$ cat config.mk
export PLATFORM = sky130hd
export DESIGN_NAME = lampfpu_log_arbiter
export DESIGN_NICKNAME = d
export VERILOG_FILES = /design/src/rtl/lampfpu_log_arbiter.sv
export SDC_FILE = /design/constraint.sdc
export NUM_CORES = 1
export LEC_CHECK = 0
export CORE_ASPECT_RATIO = 2
export CORE_MARGIN = 2
export CORE_UTILIZATION = 45
export DETAILED_ROUTE_END_ITERATION = 12
export PLACE_DENSITY = 0.85
export SETUP_SLACK_MARGIN = 0.5
export SLEW_MARGIN = 20
export SYNTH_ARGS = -nofsm -noshare
export SYNTH_HDL_FRONTEND = slang
export SYNTH_SLANG_ARGS = --single-unit
$ cat constraint.sdc
create_clock -name clk -period 6 [get_ports clk]
set_input_delay 0.9 -clock clk [delete_from_list [all_inputs] [get_ports clk]]
set_output_delay 0.9 -clock clk [all_outputs]
set_load 0.02 [all_outputs]
$ cat src/rtl/lampfpu_log_arbiter.sv
// Round-robin arbiter that shares one lampFPU_log unit among NUM_REQ requesters.
// Only one operation is in flight at a time. A watchdog aborts the operation if
// log_valid_i does not arrive within TIMEOUT_CYC cycles of the start strobe.
//
// state | meaning
// IDLE  | no operation in flight; grant the next requester round-robin
// ISSUE | one-cycle doLog strobe to the log unit; timeout counter runs from 0
// WAIT  | wait for log_valid_i or the timeout count
// RESP  | hold the response until resp_ready_i is seen
module lampfpu_log_arbiter #(
  parameter int NUM_REQ     = 2,
  parameter int TIMEOUT_CYC = 64
) (
  input  logic                  clk,
  input  logic                  rst,
  input  logic [NUM_REQ-1:0]    req_valid_i,
  input  logic [NUM_REQ*20-1:0] req_op_i,
  output logic [NUM_REQ-1:0]    req_ready_o,
  output logic                  log_doLog_o,
  output logic [19:0]           log_op_o,
  input  logic                  log_valid_i,
  input  logic [15:0]           log_res_i,
  input  logic [2:0]            log_flags_i,
  output logic                  resp_valid_o,
  input  logic                  resp_ready_i,
  output logic [2:0]            resp_id_o,
  output logic [15:0]           resp_res_o,
  output logic [2:0]            resp_flags_o,
  output logic                  resp_timeout_o
);

  localparam int CW = $clog2(TIMEOUT_CYC + 1);

  typedef enum logic [1:0] {
    IDLE  = 2'd0,
    ISSUE = 2'd1,
    WAIT  = 2'd2,
    RESP  = 2'd3
  } state_t;

  state_t          state_q, state_d;
  logic [2:0]      rr_q, rr_d;
  logic [2:0]      id_q, id_d;
  logic [19:0]     op_q, op_d;
  logic [CW-1:0]   cnt_q, cnt_d;
  logic [15:0]     res_q, res_d;
  logic [2:0]      flags_q, flags_d;
  logic            tmo_q, tmo_d;

  logic [7:0]          valid_pad;
  logic                gnt_found;
  logic [2:0]          gnt_idx;
  logic [19:0]         gnt_op;
  logic [NUM_REQ-1:0]  gnt_vec;
  logic [NUM_REQ-1:0]  ready_vec;

  // Unused upper lanes are zero, so indices >= NUM_REQ can never be granted.
  assign valid_pad = 8'(req_valid_i);

  always_comb begin
    logic [3:0] sum;
    gnt_found = 1'b0;
    gnt_idx   = 3'd0;
    sum       = 4'd0;
    for (int i = 0; i < NUM_REQ; i++) begin
      sum = {1'b0, rr_q} + 4'(i);
      if (sum >= 4'(NUM_REQ)) begin
        sum = sum - 4'(NUM_REQ);
      end
      if (!gnt_found && valid_pad[sum[2:0]]) begin
        gnt_found = 1'b1;
        gnt_idx   = sum[2:0];
      end
    end
  end

  always_comb begin
    gnt_op  = 20'd0;
    gnt_vec = '0;
    for (int i = 0; i < NUM_REQ; i++) begin
      if (gnt_idx == 3'(i)) begin
        gnt_op     = req_op_i[i*20 +: 20];
        gnt_vec[i] = 1'b1;
      end
    end
  end

  always_comb begin
    state_d   = state_q;
    rr_d      = rr_q;
    id_d      = id_q;
    op_d      = op_q;
    cnt_d     = cnt_q;
    res_d     = res_q;
    flags_d   = flags_q;
    tmo_d     = tmo_q;
    ready_vec = '0;
    case (state_q)
      IDLE: begin
        if (gnt_found) begin
          ready_vec = gnt_vec;
          id_d      = gnt_idx;
          op_d      = gnt_op;
          cnt_d     = '0;
          state_d   = ISSUE;
        end
      end
      ISSUE: begin
        // Counting already in ISSUE puts the abort exactly TIMEOUT_CYC cycles after doLog.
        cnt_d   = cnt_q + CW'(1);
        state_d = WAIT;
      end
      WAIT: begin
        if (log_valid_i) begin
          res_d   = log_res_i;
          flags_d = log_flags_i;
          tmo_d   = 1'b0;
          state_d = RESP;
        end else if (cnt_q >= CW'(TIMEOUT_CYC - 1)) begin
          res_d   = 16'd0;
          flags_d = 3'd0;
          tmo_d   = 1'b1;
          state_d = RESP;
        end else begin
          cnt_d = cnt_q + CW'(1);
        end
      end
      RESP: begin
        if (resp_ready_i) begin
          rr_d    = (id_q == 3'(NUM_REQ - 1)) ? 3'd0 : id_q + 3'd1;
          state_d = IDLE;
        end
      end
      default: state_d = IDLE;
    endcase
  end

  always_ff @(posedge clk or posedge rst) begin
    if (rst) begin
      state_q <= IDLE;
      rr_q    <= 3'd0;
      id_q    <= 3'd0;
      op_q    <= 20'd0;
      cnt_q   <= '0;
      res_q   <= 16'd0;
      flags_q <= 3'd0;
      tmo_q   <= 1'b0;
    end else begin
      state_q <= state_d;
      rr_q    <= rr_d;
      id_q    <= id_d;
      op_q    <= op_d;
      cnt_q   <= cnt_d;
      res_q   <= res_d;
      flags_q <= flags_d;
      tmo_q   <= tmo_d;
    end
  end

  // The grant is combinational in IDLE; masking with rst keeps it low during reset.
  assign req_ready_o    = ready_vec & {NUM_REQ{~rst}};
  assign log_doLog_o    = (state_q == ISSUE);
  assign log_op_o       = (state_q != IDLE) ? op_q : 20'd0;
  assign resp_valid_o   = (state_q == RESP);
  assign resp_id_o      = id_q;
  assign resp_res_o     = res_q;
  assign resp_flags_o   = flags_q;
  assign resp_timeout_o = tmo_q;

endmodule
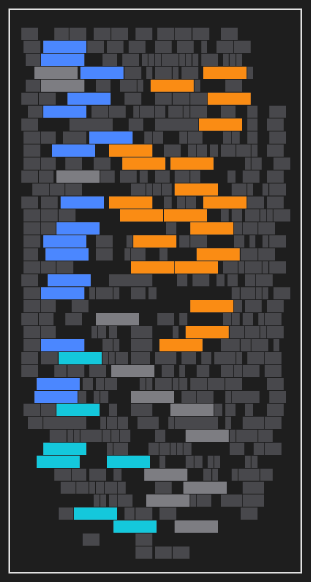
run_1/flops_by_reg.png
cnt_q: marked cyan, flops 7, where lower left. resp_res_o: marked blue, flops 16. op_q: marked orange, flops 20.
Another 12 sequential cells are not coloured.

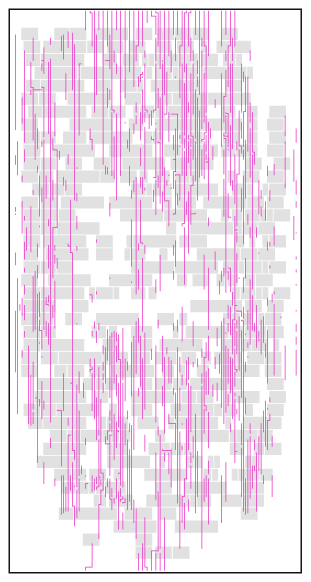
run_1/layer_met2.png
398 nets have wire on it. The wires run mostly vertical.

==> results_dict.tcl, run 1 <==
# yosys + openroad results
set metrics [dict create \
    tool_warnings 32 \
    relSlewSlack_pct 36.49 \
    async_flop_share_pct 100.0 \
    synthSimpleGateAreaFrac_pct 11.40 \
    maxPowerGroup "combinational cells" \
    p_int_mw 1.222 \
    routed_via_density 5.235 \
    globalRouteTotalUtil_pct 22.04 \
    worstSetupEndpointType "output port" \
    cts_max_path_buffers 2 \
    yosysSeqAreaShare_pct 47.15 \
    ys_types 43 \
    compound_area_share_pct 23.53 \
    lay_top_cells "clkdlybuf4s50_1 (111), dfrtp_1 (55), inv_1 (50), o21ai_0 (26), nor2b_1 (21)" \
    critical_path_arrival_ns 3.46 \
    min_path_type "reg -> reg" \
    holdBufCountCts 0 \
    crit_start "rr_q[0]$_DFFE_PP0P_" \
    slew_violations 0 \
    drtIter0Drc 175 \
    cp_slowest_cell "a22oi_2" \
    n_fill_cell 512 \
    drive_gt1_share_pct 5.013 \
    synthCells 294 \
    xor_share_pct 0.6001 \
    tritoncts "yes" \
    finClkSkew_ns 0.003702 \
    tightest_slew_ns 0.9527 \
    use_met1_pct 25.49 \
    initCoreUtil_pct 46.26 \
    fin_tns_setup_ns 0 \
    num_antenna_cells 0 \
    synth_area_mm2 0.002919 \
    ys.flops 55 \
    p_comb_share_pct 54.8 \
    die_w_um 60.95 \
    finalSetupViolations 0 \
    dr_wl_met2_um 3871 \
    wl_met3_um 461 \
    whs_path_depth 1 \
    period_used_pct 72.74 \
    worstPathCellList "inv_1 > ha_1 > nand2b_1 > mux2i_1 > a21boi_2 > a22oi_2 > nor2_1 > clkdlybuf4s50_1" \
    cp_slowest_stage_delay_ns 0.77 \
    syn_to_final_growth_pct 44.28 \
    flop_cell "dfrtp_1" \
    fp_nets 369 \
    met3_usage_pct 5.714 \
    antenna_found_initial 0 \
    status "finished clean" \
    use_met2_pct 37.10 \
    ys_warn_count 0 \
    switching_power_mw 0.8246 \
    path_depth 8 \
    post_cts_resized 0 \
    critical_path_buf_inv_count 2 \
    rr_endpoint "op_q[2]$_DFFE_PP0P_" \
    yosys-stat-cells 294 \
    power.share.switching_pct 40.30 \
    grt_max_degree 56 \
    avgSynthCellArea_um2 9.929 \
    wl_um 7375 \
    drt-wirelength-per-cell_um 15.21 \
    fp.dieH_um 117.9 \
    period_needed_ns 4.365 \
    yosysMostFrequentCell "dfrtp_1" \
    ys_chip_area_mm2 0.002919 \
    place.port_buffers 111 \
    grt-busiest-layer "met2" \
    maxUsedRoutingLayer "met4" \
    reg2reg_from "rr_q[0]$_DFFE_PP0P_" \
    firstDrtPassIters 4 \
    rows 41 \
    clock_latency_ns 0.29 \
    ant_nets 0 \
    reg2reg_slack_ns 2.99 \
    ios 112 \
    grt_overflow 0 \
    hold_viol 0 \
    postCtsSetupRepairBufs 0 \
]
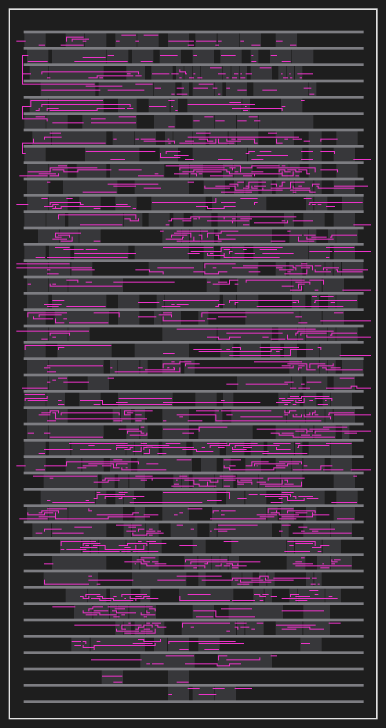
run_1/layer_met1.png
Supply wires on this layer in grey.
The layer holds 38% of the routed length. The wires run mostly horizontal. The longest straight run is 26.2 µm. 407 nets have wire on it.

-- run 1: sequential cells by signal, indices dropped and copies added, names as in the netlist --
name / count
op_q: 20
resp_id_o: 3
cnt_q: 7
rr_q: 3
resp_flags_o: 3
state_q: 2
resp_timeout_o: 1
resp_res_o: 16
-- run 1: worst min-delay path by stage --
stage	to
floorplan	op_q[19]$_DFFE_PP0P_
global placement	op_q[19]$_DFFE_PP0P_
detailed placement	resp_res_o[10]$_DFFE_PP0P_
CTS	resp_res_o[4]$_DFFE_PP0P_
global route	resp_flags_o[0]$_DFFE_PP0P_
finish	resp_res_o[4]$_DFFE_PP0P_
-- run 1: final cells by class --
| type | instances | area, µm² | share of cell area [%] |
|---|---|---|---|
| flip-flops and latches | 55 | 1376 | 32.68 |
| clock inverters | 2 | 16.27 | 0.3862 |
| well taps | 86 | 107.6 | 2.555 |
| multi-input cells | 172 | 1254 | 29.77 |
| repair buffers | 113 | 1126 | 26.74 |
| inverters | 51 | 192.7 | 4.575 |
| clock buffers | 6 | 138.9 | 3.298 |
-- run 1: worst reg2reg max path: cells and delay by family, from the launching register on --
family                     cells  cell delay [ns]
AOI/OAI and AO/OA              3             1.28
adders and majority gates      1             0.21
buffers and inverters          1             0.13
and+or+nand+nor                1             0.15
muxes                          1             0.42
DFF                            1             0.65
-- run 1: metrics by stage --
| stage | area [µm²] | setup WS [ns] | util, % | cells | power (mW) |
|---|---|---|---|---|---|
| finish | 4212 | 1.635 | 66.75 | 485 | 2.046 |
| global route | 4212 | 1.322 | 66.75 | 485 | 2.190 |
| CTS | 4210 | 1.620 | 66.73 | 485 | 2.064 |
| detailed placement | 4055 | 1.801 | 64.27 | 477 | 1.758 |
| global placement | 4055 | 1.870 | 64.27 | 477 | 1.714 |
| floorplan | 2919 | 3.025 | - | 294 | 1.322 |
## Run 2: what changed since run 1
Settings changed: CORE_UTILIZATION 45 to 40, PLACE_DENSITY 0.85 to 0.8.
Clock period 6 ns to 3.92 ns, I/O delays scaled along.
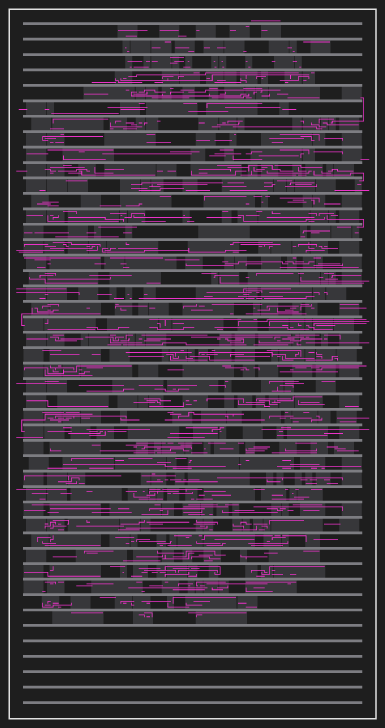
run_2/layer_met1.png
Supply wires on this layer in grey.
The layer carries 3160 µm of wire. The wires run mostly horizontal. 399 nets have wire on it. The layer holds 46% of the routed length. The longest straight run is 25.3 µm.

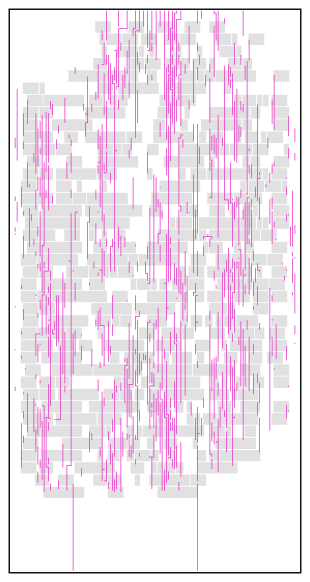
run_2/layer_met2.png
380 nets have wire on it. The longest straight run is 56.1 µm. The layer carries 3110 µm of wire. The wires run mostly vertical. The layer holds 45% of the routed length.

==> results_dict.tcl, run 2 <==
# yosys + openroad results
set metrics [dict create \
    regMostFlops "op_q" \
    lay_top_cells "clkdlybuf4s50_1 (111), dfrtp_1 (54), inv_1 (49), o21ai_0 (26), nor2b_1 (21)" \
    rows 44 \
    ys_top_cells_by_count "dfrtp_1 (55), inv_1 (51), o21ai_0 (26)" \
    grt_overflow 0 \
    place.gp.congestion 0.7801 \
    n_fill_cell 632 \
    nets 477 \
    globalRouteTotalUtil_pct 17.42 \
    htree_levels 2 \
    num_antenna_cells 0 \
    maxUsedRoutingLayer "met4" \
    setup_slack_ns 0.6340 \
    tritoncts "yes" \
    die_w_um 64.41 \
    drc 0 \
    period_used_pct 83.83 \
    place.port_buffers 111 \
    cp_slowest_cell "clkdlybuf4s50_1" \
    tool_warnings 33 \
    status "finished clean" \
    synthCells 294 \
    finClkSkew_ns 0.003445 \
    dp_cells 485 \
    ys_warn_count 0 \
    async_flop_share_pct 100.0 \
    grt_pass1_vias 2428 \
    crit_fanout 7 \
    ys_chip_area_mm2 0.002919 \
    yosysMostFrequentCell "dfrtp_1" \
    cp-start-kind "flop" \
    grt_max_degree 42 \
    hold_ws_ns 0.4989 \
    post_cts_resized 2 \
    ios 112 \
    relSlewSlack_pct 37.31 \
    slew_violations 0 \
    topCellsByArea "dfrtp_1 (47%), inv_1 (6.6%), a22o_1 (5.7%)" \
    cp_slowest_stage_delay_ns 0.63 \
    flop_cell "dfrtp_1" \
    maxCapViolCount 0 \
    critical_path_arrival_ns 2.70 \
    ant_nets 0 \
    tightest_slew_ns 0.9403 \
    min-delay-start "resp_timeout_o$_DFFE_PP0P_" \
    worstPathCellList "inv_1 > ha_1 > a21o_1 > a211oi_4 > a21boi_2 > mux2i_1 > nor3_1 > clkdlybuf4s50_1" \
    root_buffer "clkbuf_16" \
    syn_to_final_growth_pct 46.16 \
    chip_area_mm2 0.008038 \
    p_total_mw 3.175 \
    ys_types 43 \
    post-route-util_pct 59.62 \
    fmax_ghz 0.3043 \
    hold_viol 0 \
    ir_drop_uv 451.0 \
    fp_nets 369 \
    crit_type "reg -> out" \
    reg2reg_from "rr_q[1]$_DFFE_PP0P_" \
    hpwl_um 4860 \
    finalNonFillerCells 494 \
    via_count 2471 \
    holdBufCountCts 0 \
    layout.cells.most_common "clkdlybuf4s50_1" \
    drive_gt1_share_pct 6.468 \
    finalSetupViolations 0 \
    power_leakage_nw 1.943 \
    largest_register_ff_count 20 \
    wl_met1_um 3155 \
    yosys-stat-cells 294 \
    wl_met3_um 573 \
    crit_start "rr_q[1]$_DFFE_PP0P_" \
    crit_required_ns 3.33 \
    cts.sinks 55 \
    cts_max_path_buffers 2 \
    firstDrtPassIters 4 \
    drt-wirelength-per-cell_um 13.97 \
    min_path_type "reg -> reg" \
    fin_tns_setup_ns 0 \
    grt-busiest-layer "met2" \
    dp_slack_ns 0.6343 \
    power_density_mw_per_mm2 744.2 \
    yosysSeqAreaShare_pct 47.15 \
    postCtsSetupRepairBufs 0 \
    use_met2_pct 27.70 \
    use_met1_pct 23.71 \
    rsz0062_at_grt "true" \
    top_cell_area_share_pct 47.15 \
    drtIter0Drc 134 \
    synth_area_mm2 0.002919 \
    clock_latency_ns 0.29 \
    antenna_found_initial 0 \
    worstSetupEndpointType "output port" \
    fp.dieH_um 124.8 \
    ys.flops 55 \
    period_needed_ns 3.286 \
    post-route-cell-area_mm2 0.004267 \
    avgSynthCellArea_um2 9.929 \
    routed_via_density 5.002 \
    initCoreUtil_pct 40.79 \
    coreArea_mm2 0.007157 \
    path_clk_slew_ns 0.06 \
    grt_pass1_wl_um 11350 \
    wl_um 6900 \
    dr_wl_met2_um 3113 \
    cts_buffers 5 \
    edf_count 0 \
    placed_cell_area_mm2 0.004078 \
    yosysTopAreaCell "dfrtp_1" \
    met3_usage_pct 5.059 \
]
run 2: area by class of cell:
| cell class | instances | area, µm² | area share (%) |
|---|---|---|---|
| Sequential cell | 55 | 1378 | 32.29 |
| Clock buffer | 6 | 128.9 | 3.021 |
| Multi-Input combinational cell | 172 | 1266 | 29.68 |
| Inverter | 51 | 195.2 | 4.575 |
| Timing Repair inverter | 1 | 5.005 | 0.1173 |
| Tap cell | 92 | 115.1 | 2.698 |
| Timing Repair Buffer | 116 | 1149 | 26.92 |
| Clock inverter | 1 | 30.03 | 0.7038 |
run 2: cell families after synthesis:
logic type | count (synthesis) | synth area share, %
flip-flops | 55 | 47.15
adder cells (fa/ha/maj) | 10 | 4.286
multiplexers | 9 | 3.129
XOR/XNOR | 2 | 0.6002
buffers and inverters | 67 | 9.901
AND/OR/NAND/NOR | 61 | 11.40
AND-OR/OR-AND | 90 | 23.53
run 2: worst paths after layout:
kind | to | slack [ns] | cells after the start
setup / recovery | req_ready_o[0] | 0.63 | 8
hold / removal | resp_timeout_o$_DFFE_PP0P_ | 0.50 | 2
setup reg to reg | op_q[6]$_DFFE_PP0P_ | 1.27 | 7
hold reg to reg | resp_timeout_o$_DFFE_PP0P_ | 0.50 | 2
max in group asynchronous | op_q[18]$_DFFE_PP0P_ | 2.35 | 3
min in group asynchronous | op_q[16]$_DFFE_PP0P_ | 0.85 | 2
run 2: worst max-delay path: cells and delay by family, from the launching register on:
family	cells	cell delay [ns]
AND-OR/OR-AND	3	0.77
adder cells (fa/ha/maj)	1	0.18
multiplexers	1	0.10
flip-flops	1	0.48
AND/OR/NAND/NOR	1	0.15
buffers and inverters	2	0.73
run 2: power by group:
part           switching [mW]  internal [mW]  leakage (nW)
logic                   0.913          0.827          1.17
clock network           0.186          0.298        0.0769
registers               0.145          0.806         0.696
Power is estimated from default activity; no workload was simulated.
